--- src/rtl/ahb_req_arbiter_pkg.sv ---
// Shared types for the AHB request arbiter: transfer encodings, response codes, FSM states.
package ahb_arb_pkg;

  typedef enum logic [1:0] {
    IDLE   = 2'b00,
    BUSY   = 2'b01,
    NONSEQ = 2'b10,
    SEQ    = 2'b11
  } htrans_t;

  localparam logic [1:0] HRESP_OKAY = 2'b00;

  typedef enum logic [1:0] {
    ST_IDLE,
    ST_ADDR,
    ST_DATA
  } arb_state_t;

endpackage

--- src/rtl/ahb_req_arbiter_if.sv ---
// AHB-lite bus between the arbiter (master) and Bridge_Top (slave).
interface ahb_req_arbiter_if #(
  parameter int ADDR_W = 32,
  parameter int DATA_W = 32
);
  logic [ADDR_W-1:0] Haddr;
  logic [1:0]        Htrans;
  logic              Hwrite;
  logic [DATA_W-1:0] Hwdata;
  logic              Hreadyin;
  logic              Hreadyout;
  logic [1:0]        Hresp;
  logic [DATA_W-1:0] Hrdata;

  modport master (
    output Haddr, Htrans, Hwrite, Hwdata, Hreadyin,
    input  Hreadyout, Hresp, Hrdata
  );

  modport slave (
    input  Haddr, Htrans, Hwrite, Hwdata, Hreadyin,
    output Hreadyout, Hresp, Hrdata
  );
endinterface

--- src/rtl/ahb_req_arbiter_rr_picker.sv ---
// Rotating-priority search: first set request bit after the last winner, with wrap.
module rr_picker #(
  parameter  int NUM_REQ = 3,
  localparam int IW      = $clog2(NUM_REQ)
) (
  input  logic [NUM_REQ-1:0] req_i,
  input  logic [IW-1:0]      last_i,
  output logic               any_o,
  output logic [IW-1:0]      win_o
);

  // Scan farthest-to-nearest so the nearest requester after last_i overwrites the rest.
  always_comb begin
    int idx;
    idx   = 0;
    any_o = 1'b0;
    win_o = '0;
    for (int k = NUM_REQ; k >= 1; k--) begin
      idx = (int'(last_i) + k) % NUM_REQ;
      if (req_i[idx]) begin
        any_o = 1'b1;
        win_o = idx[IW-1:0];
      end
    end
  end

endmodule

--- src/rtl/ahb_req_arbiter.sv ---
// Round-robin arbiter sharing one AHB-lite slave port between NUM_REQ requesters.
// Each grant becomes one NONSEQ single transfer (address phase, then data phase).
// Optional wait-state watchdog: define AHB_ARB_TIMEOUT_EN.
module ahb_req_arbiter
  import ahb_arb_pkg::*;
#(
  parameter  int NUM_REQ        = 3,
  parameter  int ADDR_W         = 32,
  parameter  int DATA_W         = 32,
  parameter  int TIMEOUT_CYCLES = 64,
  localparam int IW             = $clog2(NUM_REQ)
) (
  input  logic                      Hclk,
  input  logic                      Hreset,
  input  logic [NUM_REQ-1:0]        req_valid,
  output logic [NUM_REQ-1:0]        req_ready,
  input  logic [NUM_REQ-1:0]        req_write,
  input  logic [NUM_REQ*ADDR_W-1:0] req_addr,
  input  logic [NUM_REQ*DATA_W-1:0] req_wdata,
  output logic [NUM_REQ-1:0]        rsp_valid,
  output logic [DATA_W-1:0]         rsp_rdata,
  output logic                      rsp_err,
  output logic [IW-1:0]             grant_id,
  ahb_req_arbiter_if.master         bus
);

  arb_state_t          state_q, state_d;
  logic [IW-1:0]       last_q, last_d, grant_q, grant_d;
  logic [ADDR_W-1:0]   addr_q, addr_d;
  logic [DATA_W-1:0]   wdata_q, wdata_d;
  logic                write_q, write_d;
  logic [NUM_REQ-1:0]  rsp_valid_q, rsp_valid_d;
  logic [DATA_W-1:0]   rsp_rdata_q, rsp_rdata_d;
  logic                rsp_err_q, rsp_err_d;
  htrans_t             htrans;
  logic                any;
  logic [IW-1:0]       win;

`ifdef AHB_ARB_TIMEOUT_EN
  localparam int CW = $clog2(TIMEOUT_CYCLES + 1);
  logic [CW-1:0] cnt_q, cnt_d;
`endif

  rr_picker #(.NUM_REQ(NUM_REQ)) u_pick (
    .req_i  (req_valid),
    .last_i (last_q),
    .any_o  (any),
    .win_o  (win)
  );

  // Next-state, grant capture and response generation.
  always_comb begin
    state_d     = state_q;
    last_d      = last_q;
    grant_d     = grant_q;
    addr_d      = addr_q;
    wdata_d     = wdata_q;
    write_d     = write_q;
    rsp_valid_d = '0;
    rsp_rdata_d = rsp_rdata_q;
    rsp_err_d   = rsp_err_q;
    req_ready   = '0;
    htrans      = IDLE;
`ifdef AHB_ARB_TIMEOUT_EN
    cnt_d       = cnt_q;
`endif
    case (state_q)
      ST_IDLE: begin
        if (any) begin
          req_ready[win] = 1'b1;
          grant_d        = win;
          last_d         = win;
          addr_d         = req_addr[int'(win)*ADDR_W +: ADDR_W];
          wdata_d        = req_wdata[int'(win)*DATA_W +: DATA_W];
          write_d        = req_write[win];
          state_d        = ST_ADDR;
`ifdef AHB_ARB_TIMEOUT_EN
          cnt_d          = '0;
`endif
        end
      end
      ST_ADDR, ST_DATA: begin
        if (state_q == ST_ADDR) htrans = NONSEQ;
        if (bus.Hreadyout) begin
          if (state_q == ST_ADDR) begin
            state_d = ST_DATA;
          end else begin
            state_d              = ST_IDLE;
            rsp_valid_d[grant_q] = 1'b1;
            rsp_err_d            = (bus.Hresp != HRESP_OKAY);
            rsp_rdata_d          = (!write_q && bus.Hresp == HRESP_OKAY) ? bus.Hrdata : '0;
          end
        end else begin
`ifdef AHB_ARB_TIMEOUT_EN
          // The last permitted stall abandons the transfer with an error response.
          if (cnt_q == CW'(TIMEOUT_CYCLES - 1)) begin
            state_d              = ST_IDLE;
            rsp_valid_d[grant_q] = 1'b1;
            rsp_err_d            = 1'b1;
            rsp_rdata_d          = '0;
          end else begin
            cnt_d = cnt_q + CW'(1);
          end
`endif
        end
      end
      default: state_d = ST_IDLE;
    endcase
  end

  // State and capture registers; synchronous reset aborts any transfer in flight.
  always_ff @(posedge Hclk) begin
    if (Hreset) begin
      state_q     <= ST_IDLE;
      last_q      <= IW'(NUM_REQ - 1);
      grant_q     <= '0;
      addr_q      <= '0;
      wdata_q     <= '0;
      write_q     <= 1'b0;
      rsp_valid_q <= '0;
      rsp_rdata_q <= '0;
      rsp_err_q   <= 1'b0;
`ifdef AHB_ARB_TIMEOUT_EN
      cnt_q       <= '0;
`endif
    end else begin
      state_q     <= state_d;
      last_q      <= last_d;
      grant_q     <= grant_d;
      addr_q      <= addr_d;
      wdata_q     <= wdata_d;
      write_q     <= write_d;
      rsp_valid_q <= rsp_valid_d;
      rsp_rdata_q <= rsp_rdata_d;
      rsp_err_q   <= rsp_err_d;
`ifdef AHB_ARB_TIMEOUT_EN
      cnt_q       <= cnt_d;
`endif
    end
  end

  assign bus.Htrans   = htrans;
  assign bus.Haddr    = addr_q;
  assign bus.Hwrite   = write_q;
  assign bus.Hwdata   = (state_q == ST_DATA && write_q) ? wdata_q : '0;
  assign bus.Hreadyin = bus.Hreadyout;
  assign rsp_valid    = rsp_valid_q;
  assign rsp_rdata    = rsp_rdata_q;
  assign rsp_err      = rsp_err_q;
  assign grant_id     = grant_q;

endmodule

--- src/flat_wrapper.sv ---
// flat-port wrapper written by rule: the top's interface ports become plain ports
module ahb_req_arbiter_flat import ahb_arb_pkg::*;
#(
  parameter  int NUM_REQ        = 3,
  parameter  int ADDR_W         = 32,
  parameter  int DATA_W         = 32,
  parameter  int TIMEOUT_CYCLES = 64,
  localparam int IW             = $clog2(NUM_REQ)
)
  (Hclk, Hreset, req_valid, req_ready, req_write, req_addr, req_wdata, rsp_valid, rsp_rdata, rsp_err, grant_id, bus_Haddr, bus_Htrans, bus_Hwrite, bus_Hwdata, bus_Hreadyin, bus_Hreadyout, bus_Hresp, bus_Hrdata);
  ahb_req_arbiter_if #(.ADDR_W(ADDR_W), .DATA_W(DATA_W)) bus_i ();
  input  logic Hclk;
  input  logic Hreset;
  input  logic [NUM_REQ-1:0] req_valid;
  output logic [NUM_REQ-1:0] req_ready;
  input  logic [NUM_REQ-1:0] req_write;
  input  logic [NUM_REQ*ADDR_W-1:0] req_addr;
  input  logic [NUM_REQ*DATA_W-1:0] req_wdata;
  output logic [NUM_REQ-1:0] rsp_valid;
  output logic [DATA_W-1:0] rsp_rdata;
  output logic rsp_err;
  output logic [IW-1:0] grant_id;
  output wire logic [$bits(bus_i.Haddr)-1:0] bus_Haddr;
  output wire logic [$bits(bus_i.Htrans)-1:0] bus_Htrans;
  output wire logic [$bits(bus_i.Hwrite)-1:0] bus_Hwrite;
  output wire logic [$bits(bus_i.Hwdata)-1:0] bus_Hwdata;
  output wire logic [$bits(bus_i.Hreadyin)-1:0] bus_Hreadyin;
  input wire logic [$bits(bus_i.Hreadyout)-1:0] bus_Hreadyout;
  input wire logic [$bits(bus_i.Hresp)-1:0] bus_Hresp;
  input wire logic [$bits(bus_i.Hrdata)-1:0] bus_Hrdata;
  assign bus_Haddr = bus_i.Haddr;
  assign bus_Htrans = bus_i.Htrans;
  assign bus_Hwrite = bus_i.Hwrite;
  assign bus_Hwdata = bus_i.Hwdata;
  assign bus_Hreadyin = bus_i.Hreadyin;
  assign bus_i.Hreadyout = bus_Hreadyout;
  assign bus_i.Hresp = bus_Hresp;
  assign bus_i.Hrdata = bus_Hrdata;
  ahb_req_arbiter #(.NUM_REQ(NUM_REQ), .ADDR_W(ADDR_W), .DATA_W(DATA_W), .TIMEOUT_CYCLES(TIMEOUT_CYCLES)) u_core (.Hclk(Hclk), .Hreset(Hreset), .req_valid(req_valid), .req_ready(req_ready), .req_write(req_write), .req_addr(req_addr), .req_wdata(req_wdata), .rsp_valid(rsp_valid), .rsp_rdata(rsp_rdata), .rsp_err(rsp_err), .grant_id(grant_id), .bus(bus_i));
endmodule
--- config.mk ---
export PLATFORM = sky130hd
export DESIGN_NAME = ahb_req_arbiter_flat
export DESIGN_NICKNAME = d
export VERILOG_FILES = /design/src/rtl/ahb_req_arbiter_pkg.sv /design/src/rtl/ahb_req_arbiter_if.sv /design/src/rtl/ahb_req_arbiter_rr_picker.sv /design/src/rtl/ahb_req_arbiter.sv /design/src/flat_wrapper.sv
export SDC_FILE = /design/constraint.sdc
export NUM_CORES = 1
export LEC_CHECK = 0
export CAP_MARGIN = 40
export CORE_MARGIN = 10
export CORE_UTILIZATION = 34
export DETAILED_ROUTE_END_ITERATION = 7
export PLACE_DENSITY = 0.75
export SETUP_SLACK_MARGIN = 0.1
export SLEW_MARGIN = 20
export SYNTH_ARGS = -nofsm -noshare
export SYNTH_HDL_FRONTEND = slang
export SYNTH_SLANG_ARGS = --single-unit
--- constraint.sdc ---
create_clock -name Hclk -period 2.6 [get_ports Hclk]
set_clock_uncertainty 0.15 [all_clocks]
set_input_delay 0.52 -clock Hclk [delete_from_list [all_inputs] [get_ports Hclk]]
set_output_delay 0.52 -clock Hclk [all_outputs]
set_load 0.02 [all_outputs]
==> impl_metrics.py <==
# Physical implementation metrics
metrics = {
    "synthesis": {
        "postSynthNetCount": 851,
        "ys_dominant_reg_cell": "sky130_fd_sc_hd__dfxtp_1",
        "compound_area_share_pct": 34.1,
        "edf_count": 0,
        "yosys_top_cell_by_area": "sky130_fd_sc_hd__dfxtp_1",
        "syn-cell-area_um2": 5490,
        "synth.mux.area_fraction_pct": 0.730,
        "netlist_logic_family_top": "AND-OR/OR-AND gates",
        "yosys-top-cells-area": "sky130_fd_sc_hd__dfxtp_1 39%, sky130_fd_sc_hd__and3_1 11%, sky130_fd_sc_hd__o2bb2ai_1 10%",
        "synth.cellmix.adderShare_pct": 1.60,
        "numSynthFlops": 106,
        "mapped_cells": 609,
        "syn_warnings": 0,
        "top_cell": "sky130_fd_sc_hd__dfxtp_1",
    },
    "final_timing": {
        "totalNegativeSetupSlack_ns": -0.523,
        "final-hold-violation-count": 0,
        "setup_viol_count_final": 3,
        "timing.final.crit_period_ns": 2.80,
        "worst-slew-pin-transition_ns": 0.653,
        "final_max_slew_viol_count": 0,
        "final_critical_path_setup_slack_ns": -0.204,
        "slew_headroom_pct": 56.5,
        "cycle_use_final_pct": 108,
        "max_freq_ghz": 0.357,
    },
    "floorplan": {
        "die_area_um2": 21600,
        "core_area_um2": 15800,
        "row_count": 46,
        "die_width_um": 147,
        "num_io_pins": 344,
    },
    "clocking": {
        "post_cts_buffers": 9,
        "htreeDepth": 3,
        "cts_root_buf": "sky130_fd_sc_hd__clkbuf_16",
        "cts_inserted_buffers": 9,
        "cts.sinks": 106,
        "max-clock-path-buffers": 2,
        "cts_tree": "done",
        "cts_hold_repair.buffers": 0,
    },
    "pwr": {
        "power_switching_share_pct": 41.8,
        "max-vdd-ir-drop_mv": 0.557,
        "design_power_total_mw": 9.53,
        "power_density_nw_per_um2": 958,
        "power_frac_comb_pct": 62.8,
        "internal_power_of_the_cells_mw": 5.55,
        "power_switching_mw": 3.98,
        "leakage_nw": 3.93,
        "power.sequential.fraction_pct": 23.2,
    },
    "drt": {
        "via_count": 6386,
        "detail_route.vias_per_cell": 5.44,
        "wl_per_cell_um": 22.3,
    },
    "flow_run": {
        "drv.max_cap_violation_count": 0,
    },
    "cells_and_area": {
        "drive_gt1_share_pct": 14.5,
        "area_growth_pct": 81.4,
        "mostFrequentLayoutCells": "304 x sky130_fd_sc_hd__clkdlybuf4s50_1, 104 x sky130_fd_sc_hd__dfxtp_1, 97 x sky130_fd_sc_hd__and3_1",
        "multi_input_logic_area_um2": 3140,
        "layout.nets": 1193,
        "layout.cell_area.non_filler_um2": 9950,
        "flop_area_um2": 2130,
        "fillers": 1360,
    },
    "placement": {
        "gp_congestion": 0.844,
        "placed_cell_area_um2": 9240,
        "port_buffers": 342,
        "hpwl_um": 18400,
    },
    "worst_setup_path": {
        "end_kind": "output port",
        "cp_cell_sequence": "inv_4 -> ha_4 -> buf_6 -> a211o_1 -> and2_4 -> o21ai_4 -> buf_6 -> nor3b_4 -> buf_6",
        "cp.required_ns": 1.93,
        "critPathSlowestCell": "sky130_fd_sc_hd__dfxtp_4",
        "cp-start-kind": "flop",
        "timing.critical_path.arrival_ns": 2.13,
        "worst-path-max-fanout": 5,
        "critPathKind": "reg -> out",
    },
    "global_routing": {
        "grt_antenna_before_repair": 2,
        "first_global_vias": 6371,
    },
    "outcome": {
        "status": "finished with violations",
        "violated_checks": "negative setup slack",
    },
    "hold_path": {
        "holdPathStages": 1,
        "hp-class": "reg -> reg",
    },
}
-- sequential cells by signal (all words and copies together) (netlist names), 2 cells and up --
register	count
u_core.bus.Haddr	32
u_core.state_q	2
u_core.rsp_rdata	32
u_core.wdata_q	32
u_core.rsp_valid	3
u_core.grant_id	2
-- area by class of cell --
class,count,area share [%]
repair buffers,405,41.2
multi-input cells,423,31.6
flip-flops and latches,106,21.4
well taps,216,2.72
clock buffers,9,2.26
clock inverters,6,0.503
inverters,6,0.277
diodes,2,0.0503
-- per-stage QoR --
step / hold slack, ns / cells / setup WS [ns]
global route: 0.326 / 1172 / -0.294
CTS: 0.310 / 1160 / -0.137
global placement: 0.287 / 1136 / -0.616
finish: 0.308 / 1173 / -0.204
detailed placement: 0.291 / 1136 / -0.632
floorplan: 0.275 / 609 / 0.0118
-- metal layers --
layer  GRT usage [%]  share of wire [%]  vias to the layer above
met4            5.20                2.2                        0
met3            9.86                 10                       32
met1            24.7                 39                     3035
met2            37.3                 48                      321
li1                -                  -                     2998
met5               0                  0                        -
-- power groups by stage --
stage | sequential [mW] | combinational, mW | clock (mW)
5_1_grt | 2.26 | 6.43 | 1.42
2_1_floorplan | 2.44 | 2.97 | 0
6_report | 2.21 | 5.99 | 1.33
3_3_place_gp | 2.23 | 5.02 | 0
3_5_place_dp | 2.24 | 5.09 | 0
4_1_cts | 2.21 | 5.47 | 1.37
-- path summary, 6_finish.rpt --
check	startpoint	end	slack (ns)
hold reg to reg	u_core.wdata_q[23]	u_core.wdata_q[23]	0.31
hold / removal	u_core.wdata_q[23]	u_core.wdata_q[23]	0.31
setup reg to reg	u_core.grant_id[0]	u_core.wdata_q[26]	0.06
setup / recovery	u_core.grant_id[0]	req_ready[1]	-0.20
Selected gate families:
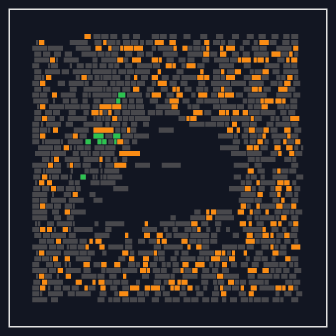
green -> nand cells  # cells 9
orange -> aoi and oai cells  # cells 241, most used o2bb2ai_1, where widely spread
Cell Count, Final, Fillers Out: 1173
combinational fraction of the cell area: 31.6%
most common logic cell in the routed design: sky130_fd_sc_hd__clkdlybuf4s50_1

Metal 2:
Cells faint in the background.
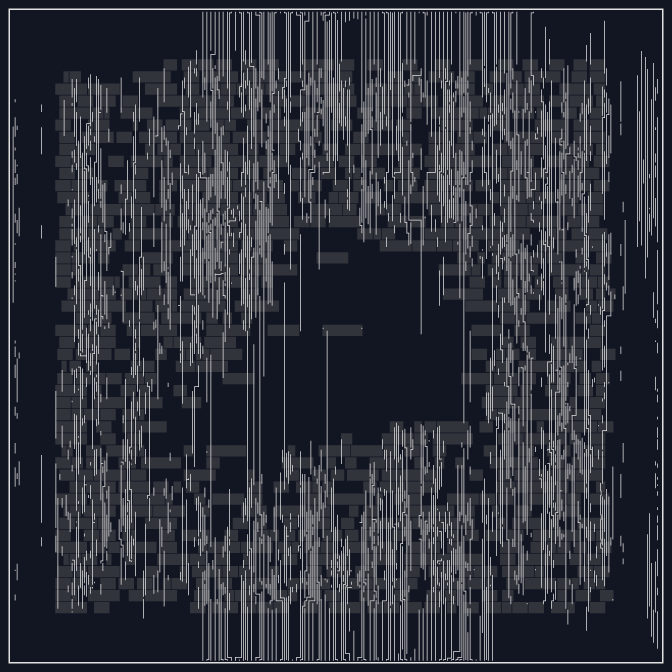
nets with wire on the layer = 1025
share of all routed wire = 48%
wire length on this layer = 12600 um
longest straight run = 52.7 um
main direction = vertical

Clock network drawn from the DEF:
Scale bar: 50 um.
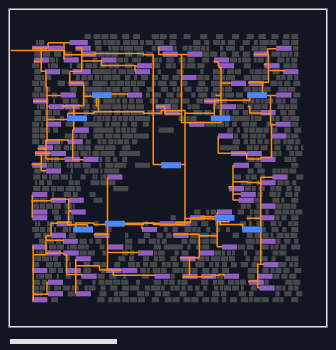
purple -> flip-flops  # count 106
blue -> clock-net drivers  # count 9
orange -> clock wires  # length 1490 um
routed clock nets = 10
flops lie = widely spread
later-pin clock latency in the skew report: 0.36 ns
clock network power: 1.33 mW
clock power share: 14.0%

Cells colored by class:
Scale bar: 50 um.
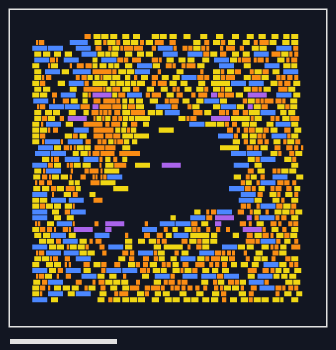
yellow -> remaining buffers and delay cells  # cells 405
blue -> registers  # cells 106
orange -> remaining logic cells  # cells 429
purple -> clock drivers and dummy loads  # cells 15

Power and IR drop assume default switching activity.
